### config.mk
export PLATFORM = sky130hd
export DESIGN_NAME = apb_slave_responder
export DESIGN_NICKNAME = d
export VERILOG_FILES = /design/src/rtl/apb_slave_responder_pkg.sv /design/src/rtl/apb_slave_mem.sv /design/src/rtl/apb_slave_responder.sv
export SDC_FILE = /design/constraint.sdc
export NUM_CORES = 1
export LEC_CHECK = 0
export CAP_MARGIN = 10
export CORE_AREA = 5 5 226 316
export DETAILED_ROUTE_END_ITERATION = 8
export DIE_AREA = 0 0 231 321
export PLACE_DENSITY = 0.45
export SLEW_MARGIN = 20
export SYNTH_ARGS = -nofsm -noshare
export SYNTH_HDL_FRONTEND = slang
export SYNTH_SLANG_ARGS = --single-unit
### constraint.sdc
create_clock -name pclk -period 2.8 [get_ports pclk]
set_clock_uncertainty 0.1 [all_clocks]
set_input_delay 0.28 -clock pclk [delete_from_list [all_inputs] [get_ports pclk]]
set_output_delay 0.28 -clock pclk [all_outputs]
set_load 0.005 [all_outputs]
### src/rtl/apb_slave_responder_pkg.sv
//------------------------------------------------------------------------------
// Module   : apb_slave_responder_pkg
// Brief    : Shared APB constants, FSM state type and sizing helper.
// Revision : 1.0
//------------------------------------------------------------------------------
`default_nettype none

package apb_slave_responder_pkg;

  localparam int ADDRESS_WIDTH      = 32;
  localparam int DATA_WIDTH         = 64;
  localparam int MIN_ADDR_RANGE     = 0;
  localparam int MAX_ADDR_RANGE     = 32;
  localparam int APB_WAIT_CFG_WIDTH = 4;

  typedef enum logic [1:0] {
    IDLE   = 2'd0,
    SETUP  = 2'd1,
    ACCESS = 2'd2
  } operation_states_e;

  function automatic int words_in_range(input int lo, input int hi, input int dw);
    return (hi - lo) / (dw / 8);
  endfunction

endpackage

`default_nettype wire

### src/rtl/apb_slave_mem.sv
//------------------------------------------------------------------------------
// Module   : apb_slave_mem
// Brief    : Byte-strobed register file, combinational read, sync clear.
// Revision : 1.0
//------------------------------------------------------------------------------
`default_nettype none

module apb_slave_mem
  import apb_slave_responder_pkg::*;
#(
  parameter int WORD_WIDTH = DATA_WIDTH,
  parameter int NUM_WORDS  = words_in_range(MIN_ADDR_RANGE, MAX_ADDR_RANGE, DATA_WIDTH),
  parameter int IDX_WIDTH  = (NUM_WORDS > 1) ? $clog2(NUM_WORDS) : 1
) (
  input  logic                    clk,
  input  logic                    rst_n,
  input  logic                    i_we,
  input  logic [IDX_WIDTH-1:0]    i_widx,
  input  logic [WORD_WIDTH-1:0]   i_wdata,
  input  logic [WORD_WIDTH/8-1:0] i_wstrb,
  input  logic [IDX_WIDTH-1:0]    i_ridx,
  output logic [WORD_WIDTH-1:0]   o_rdata
);

  logic [WORD_WIDTH-1:0] r_mem [NUM_WORDS];

  always_ff @(posedge clk) begin
    if (!rst_n) begin
      for (int w = 0; w < NUM_WORDS; w++) begin
        r_mem[w] <= '0;
      end
    end else if (i_we) begin
      for (int b = 0; b < WORD_WIDTH / 8; b++) begin
        if (i_wstrb[b]) begin
          r_mem[i_widx][b*8 +: 8] <= i_wdata[b*8 +: 8];
        end
      end
    end
  end

  assign o_rdata = r_mem[i_ridx];

endmodule

`default_nettype wire

### src/rtl/apb_slave_responder.sv
//------------------------------------------------------------------------------
// Module   : apb_slave_responder
// Brief    : APB4 completer with programmable wait states and error decode.
// Revision : 1.0
//------------------------------------------------------------------------------
`default_nettype none

module apb_slave_responder #(
  parameter int ADDRESS_WIDTH  = apb_slave_responder_pkg::ADDRESS_WIDTH,
  parameter int DATA_WIDTH     = apb_slave_responder_pkg::DATA_WIDTH,
  parameter int MIN_ADDR_RANGE = apb_slave_responder_pkg::MIN_ADDR_RANGE,
  parameter int MAX_ADDR_RANGE = apb_slave_responder_pkg::MAX_ADDR_RANGE,
  parameter int PROT_CHECK     = 0
) (
  input  logic                                                  pclk,
  input  logic                                                  preset_n,
  input  logic                                                  pselx,
  input  logic                                                  penable,
  input  logic                                                  pwrite,
  input  logic [ADDRESS_WIDTH-1:0]                              paddr,
  input  logic [DATA_WIDTH-1:0]                                 pwdata,
  input  logic [DATA_WIDTH/8-1:0]                               pstrb,
  input  logic [2:0]                                            pprot,
  input  logic [apb_slave_responder_pkg::APB_WAIT_CFG_WIDTH-1:0] wait_cfg,
  output logic                                                  pready,
  output logic [DATA_WIDTH-1:0]                                 prdata,
  output logic                                                  pslverr
);

  import apb_slave_responder_pkg::*;

  localparam int c_LANES     = DATA_WIDTH / 8;
  localparam int c_LSB       = $clog2(c_LANES);
  localparam int c_NUM_WORDS = words_in_range(MIN_ADDR_RANGE, MAX_ADDR_RANGE, DATA_WIDTH);
  localparam int c_IDX_W     = (c_NUM_WORDS > 1) ? $clog2(c_NUM_WORDS) : 1;

  localparam logic [1:0] c_S_IDLE   = IDLE;
  localparam logic [1:0] c_S_ACCESS = ACCESS;

  logic [1:0]                    r_state;
  logic [APB_WAIT_CFG_WIDTH-1:0] r_cnt;
  logic                          r_write;
  logic                          r_err;
  logic [c_IDX_W-1:0]            r_idx;
  logic [DATA_WIDTH-1:0]         r_wdata;
  logic [c_LANES-1:0]            r_strb;

  logic                     w_setup;
  logic                     w_below;
  logic                     w_above;
  logic                     w_prot_err;
  logic                     w_err;
  logic [ADDRESS_WIDTH-1:0] w_off;
  logic [c_IDX_W-1:0]       w_idx;
  logic [c_IDX_W-1:0]       w_ridx;
  logic [DATA_WIDTH-1:0]    w_mem_rdata;
  logic [DATA_WIDTH-1:0]    w_load_rdata;
  logic                     w_complete;
  logic                     w_we;
  logic                     w_unused;

  assign w_setup    = (r_state == c_S_IDLE) & pselx & ~penable;
  assign w_below    = $signed({1'b0, paddr}) < $signed({1'b0, ADDRESS_WIDTH'(MIN_ADDR_RANGE)});
  assign w_above    = $signed({1'b0, paddr}) >= $signed({1'b0, ADDRESS_WIDTH'(MAX_ADDR_RANGE)});
  assign w_prot_err = (PROT_CHECK != 0) && pwrite && !pprot[0];
  assign w_err      = w_below | w_above | (paddr[c_LSB-1:0] != '0) | w_prot_err;
  assign w_off      = paddr - ADDRESS_WIDTH'(MIN_ADDR_RANGE);
  assign w_idx      = w_off[c_LSB +: c_IDX_W];

  // Zero-wait reads fetch with the live address at the setup edge.
  assign w_ridx       = w_setup ? w_idx : r_idx;
  assign w_load_rdata = w_setup ? ((!pwrite && !w_err) ? w_mem_rdata : '0)
                                : ((!r_write && !r_err) ? w_mem_rdata : '0);

  assign w_complete = (r_state == c_S_ACCESS) & pselx & penable & pready;
  assign w_we       = w_complete & r_write & ~r_err;
  assign w_unused   = ^{pprot[2:1], w_off};

  apb_slave_mem #(
    .WORD_WIDTH (DATA_WIDTH),
    .NUM_WORDS  (c_NUM_WORDS),
    .IDX_WIDTH  (c_IDX_W)
  ) u_mem (
    .clk     (pclk),
    .rst_n   (preset_n),
    .i_we    (w_we),
    .i_widx  (r_idx),
    .i_wdata (r_wdata),
    .i_wstrb (r_strb),
    .i_ridx  (w_ridx),
    .o_rdata (w_mem_rdata)
  );

  always_ff @(posedge pclk) begin
    if (!preset_n) begin
      r_state <= c_S_IDLE;
      r_cnt   <= '0;
      r_write <= 1'b0;
      r_err   <= 1'b0;
      r_idx   <= '0;
      r_wdata <= '0;
      r_strb  <= '0;
      pready  <= 1'b0;
      pslverr <= 1'b0;
      prdata  <= '0;
    end else begin
      case (r_state)
        c_S_IDLE: begin
          if (w_setup) begin
            r_state <= c_S_ACCESS;
            r_cnt   <= wait_cfg;
            r_write <= pwrite;
            r_err   <= w_err;
            r_idx   <= w_idx;
            r_wdata <= pwdata;
            r_strb  <= pstrb;
            if (wait_cfg == '0) begin
              pready  <= 1'b1;
              pslverr <= w_err;
              prdata  <= w_load_rdata;
            end
          end
        end
        c_S_ACCESS: begin
          if (!pselx || w_complete) begin
            r_state <= c_S_IDLE;
            r_cnt   <= '0;
            pready  <= 1'b0;
            pslverr <= 1'b0;
            prdata  <= '0;
          end else if (!pready) begin
            if (r_cnt <= APB_WAIT_CFG_WIDTH'(1)) begin
              r_cnt   <= '0;
              pready  <= 1'b1;
              pslverr <= r_err;
              prdata  <= w_load_rdata;
            end else begin
              r_cnt <= r_cnt - 1'b1;
            end
          end
        end
        default: r_state <= c_S_IDLE;
      endcase
    end
  end

endmodule

`default_nettype wire

**Met1 routing**

Bar = 50 um. Supply wires on this layer in gray.
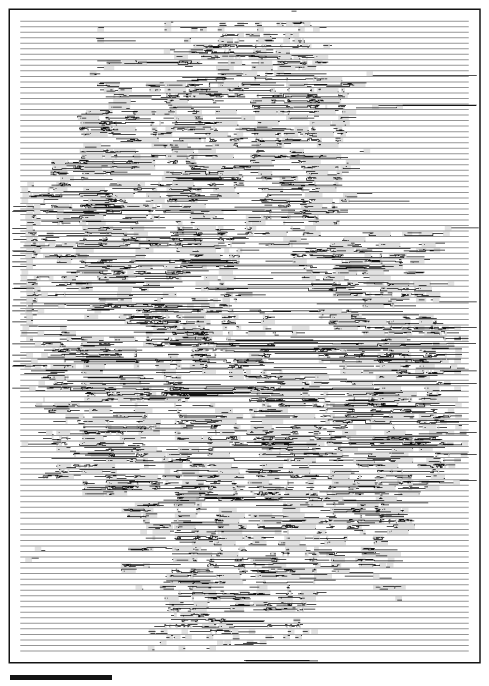
- longest straight run: 87.4 um
- nets with wire on the layer: 1752
- main direction: horizontal
- share of all routed wire: 42%
DR vias: 11.7k
drt total wl: 47600 um
met1 GRT Util: 0.150

**Register map, names as in the netlist**

Bar = 50 um. Other sequential cells in the stronger gray, the rest of the logic in the fainter gray.
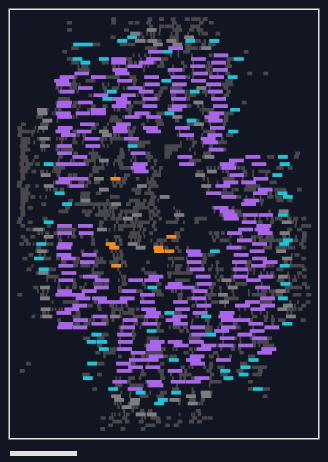
- orange: `r_strb` (flops 8; where center)
- cyan: `prdata` (flops 64; where widely spread)
- purple: `u_mem.r_mem` (flops 256; where widely spread)
- not colored: 75
register area: 0.0106 sq mm
P_seq: 0.00659 W
final core occ: 0.320
sequential share of cell area: 0.486

**Wires at chosen ports, followed through buffers**

Bar = 50 um.
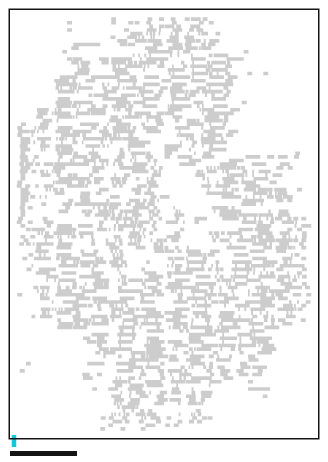
- cyan: `pprot` (direction input; end cells 0; buffers 0)

**Congestion heat map**

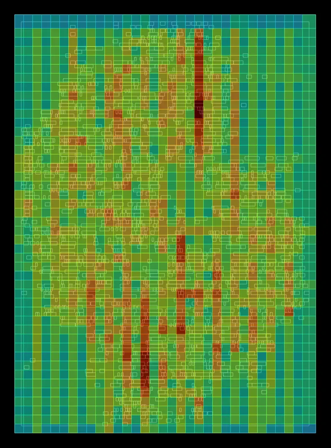
WL/cell: 18.0 um
total track usage: 0.127
met3 Track Usage GR: 0.0271
met2 usage: 0.231

**Signal wires by layer**

Only two layers are drawn.
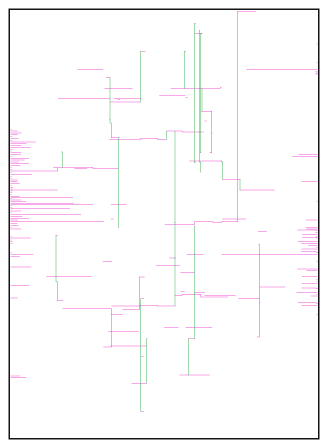
- green: M4 (wire length 1260 um)
- magenta: M3 (wire length 2140 um)

==> Changelog: implementation <==
## Flow update

- Outcome: complete, no violations
- H-tree Lvls: 2
- Proportion of layout cells with a drive suffix above 1: 0.138
- Hold Path End: r_state[1]
- Hold crit path type: in2reg
- Worst-Skew Late Latency: about 0.57 ns
- First drt pass iteration count: 5
- YS chip area: ~0.017 sq mm
- Count of library flops with an enable pin: roughly 260
- Top post-synthesis cells by area: edfxtp_1 46%, dfxtp_1 17%, nand2_1 6.0%
- Yosys cell types: between 40 and 50
- CTS resizes: 1
- Hold WS: roughly 0.12 ns
- CP delay by family, top: AND-OR/OR-AND gates
- Core area: 0.0685 sq mm
- Ys async rst share: 0
- First-pass GRT wire length: ~73000 um
- ANT nets after route: 0
- Synth Flop Type: edfxtp_1
- RSZ-0062 raised after global routing: no
- CP Class: reg2reg
- DP Wirelength: around 33000 um
- I/O pin cnt: 182
- Power consumption: roughly 0.014 W
- Critical Path Fanout Max: 8
- Crit end category: flip-flop
- Max Fclk: 0.377 GHz
- Yosys Instances: between 1.5k and 2k
- CTS tree: done
- # rows: 114
- Worst path required time: 2.88 ns
- Area fraction in mux cells: 0.0399
- Register area share after synthesis: 0.631
- Pleak: 8.29 nW
- Grt ovf: 0
- Hold_sp: preset_n
- Layout area overhead: 30.0%
- Worst r2r dst: u_mem.r_mem[3][4]
- Yosys adder share: 0.00149
- Cts hold-fix bufs: 0
- Die Y: between 300 and 400 um
- Setup violators final: 0
- Max Slew Vio Count: 0
- Cell count after synthesis: between 1.5k and 2k
- Dominant cell area share: 0.457
- Startpoint Class: flip-flop
- Critical Path AT: roughly 2.7 ns
- CTS Buffer Depth: 3
- Worst-path clk slew: about 0.060 ns
- Rel. slew slack: 0.322
- Minimum clock period: 2.65 ns
- Power Dens Cells: roughly 630 mW/mm^2
- Yosys top cell by area: edfxtp_1
- Post-Synthesis Cell Area: approximately 0.017 sq mm
- Cells on Worst Hold Path: 4
- Die area: between 0.07 and 0.08 sq mm
- Crit path max-delay cell type: a21oi_1
- Vias in the first global route: ~12k
- Worst-margin pin slew: between 1 and 1.5 ns
- Basic Gates by Area: 0.143
- Final #Nets: ~1.9k
- Synthesis Warnings: 0
- Max incr delay on CP: approximately 0.78 ns
- CP Buf/Inv Count: 1
- I/O Buffers: between 150 and 200
- Number of logged tool warnings: 30
- Reg2reg setup slack: 0.15 ns
- Compound Share, Synth: 0.145
- Fillers: between 7k and 8k
- Syn avg cell area: around 11 sq um
- Clock sinks: just over 400
- FF+latch count, synth: just over 400
- Synth Area in XOR/XNOR: 0.000520
- FF-to-FF path depth: 5
- Initial DRC Count: 566
- Nets at Floorplan: about 1.6k
- Drt via density: approximately 4.4
- Gpl congestion: between 0.7 and 0.8
- Max_cap viols: 0
- Pin count of the biggest net entering global routing: ~58
- Critical path cell sequence: or4_1, o21ai_1, a211oi_2, buf_4, a21oi_1
- FP Util: 0.246
- Maximum vdd drop: between 0.0003 and 0.0004 V
- Top non-seq family: AND-OR/OR-AND gates
- Final critical-path share of the clock period: 0.948
- R2r startpoint: r_strb[0]
- Post-CTS setup buffer count: 0
- Die width: between 200 and 250 um
- Hold Vio Cnt, Final: 0
- Root buffer cell: clkbuf_16
- Residual DRC count: 0
- Initial antenna violation count: 4
- Total CTS buffers: 43
worst max path at each step:
| stage | from | end | depth (start not counted) | slack [ns] |
|---|---|---|---|---|
| 6_report | r_strb[0] | u_mem.r_mem[3][4] | 5 | 0.15 |
| 3_3_place_gp | penable | u_mem.r_mem[2][1] | 8 | -0.04 |
| 5_1_grt | r_strb[0] | u_mem.r_mem[3][58] | 5 | 0.03 |
| 4_1_cts | r_strb[0] | u_mem.r_mem[3][14] | 5 | 0.04 |
| 2_1_floorplan | r_strb[4] | u_mem.r_mem[3][0] | 4 | 0.53 |
| 3_5_place_dp | penable | u_mem.r_mem[2][4] | 8 | -0.07 |
layout by cell type (no fill, tap or decap), types with 3 or more instances in the layout:
cell,netlist,layout
a21o_1,8,8
a21oi_1,148,144
a21oi_2,0,4
a22o_1,64,64
buf_12,0,20
buf_4,0,80
bufinv_16,0,7
clkbuf_1,68,10
clkbuf_16,0,44
clkdlybuf4s50_1,0,177
clkinv_1,1,6
clkinv_2,0,8
dfxtp_1,147,147
edfxtp_1,256,256
inv_1,72,72
mux2i_1,66,64
nand2_1,271,271
nand2b_1,66,65
nor2_1,205,203
nor3_1,3,3
nor4_1,8,8
nor4_2,3,3
o21ai_0,5,5
o221ai_1,3,3
o2bb2ai_1,4,4
o2bb2ai_2,60,60
Yosys cell counts (6+ instances only):
master	n
nand2b_1	66
nand2_1	271
nor4_1	8
o2bb2ai_2	60
a21oi_1	148
dfxtp_1	147
inv_1	72
a22o_1	64
buf_6	6
mux2i_1	66
a21o_1	8
clkbuf_1	68
edfxtp_1	256
nor2_1	205
buf_2	9
sequential cells by signal, summed over array words and instances, names as in the netlist:
name,flops
u_mem.r_mem,256
prdata,64
r_wdata,64
r_strb,8
r_cnt,4
r_idx,2
pready,1
pslverr,1
r_err,1
r_state,1
r_write,1
power by group:
| part | total [W] | switching, W | internal (W) |
|---|---|---|---|
| registers | 0.00659 | 0.0000905 | 0.00650 |
| clock network | 0.00596 | 0.00237 | 0.00359 |
| logic | 0.00115 | 0.000608 | 0.000538 |
| total | 0.0137 | 0.00307 | 0.0106 |
metal layers:
metal	share of wire	wire length [um]	vias up	global-route usage
met5	0.00084	40	-	0
met4	0.026	1260	6	0.0383
met3	0.045	2140	67	0.0271
met2	0.51	24300	207	0.231
met1	0.42	19900	5652	0.150
li1	-	-	5736	-
through the flow:
| step | TNS [ns] | cell area, sq um | std cells | setup slack [ns] |
|---|---|---|---|---|
| 2_1_floorplan | 0 | 16800 | 1504 | 0.528 |
| 3_3_place_gp | -0.378 | 20400 | 2566 | -0.0385 |
| 3_5_place_dp | -1.26 | 20400 | 2566 | -0.0735 |
| 4_1_cts | 0 | 21900 | 2646 | 0.0436 |
| 5_1_grt | 0 | 21900 | 2646 | 0.0283 |
| 6_report | 0 | 21900 | 2648 | 0.146 |
final cells by class:
type                            count  area (sq um)  share of cell area
Tap cell                          870          1090              0.0497
Clock buffer                       56          1170              0.0533
Timing Repair Buffer              278          2780               0.127
Antenna cell                        2          5.00            0.000229
Multi-Input combinational cell    942          5640               0.258
Inverter                           73           275              0.0126
Clock inverter                     24           309              0.0141
Sequential cell                   403         10600               0.486
No activity file was given, so power comes from the tool's default toggle rates.
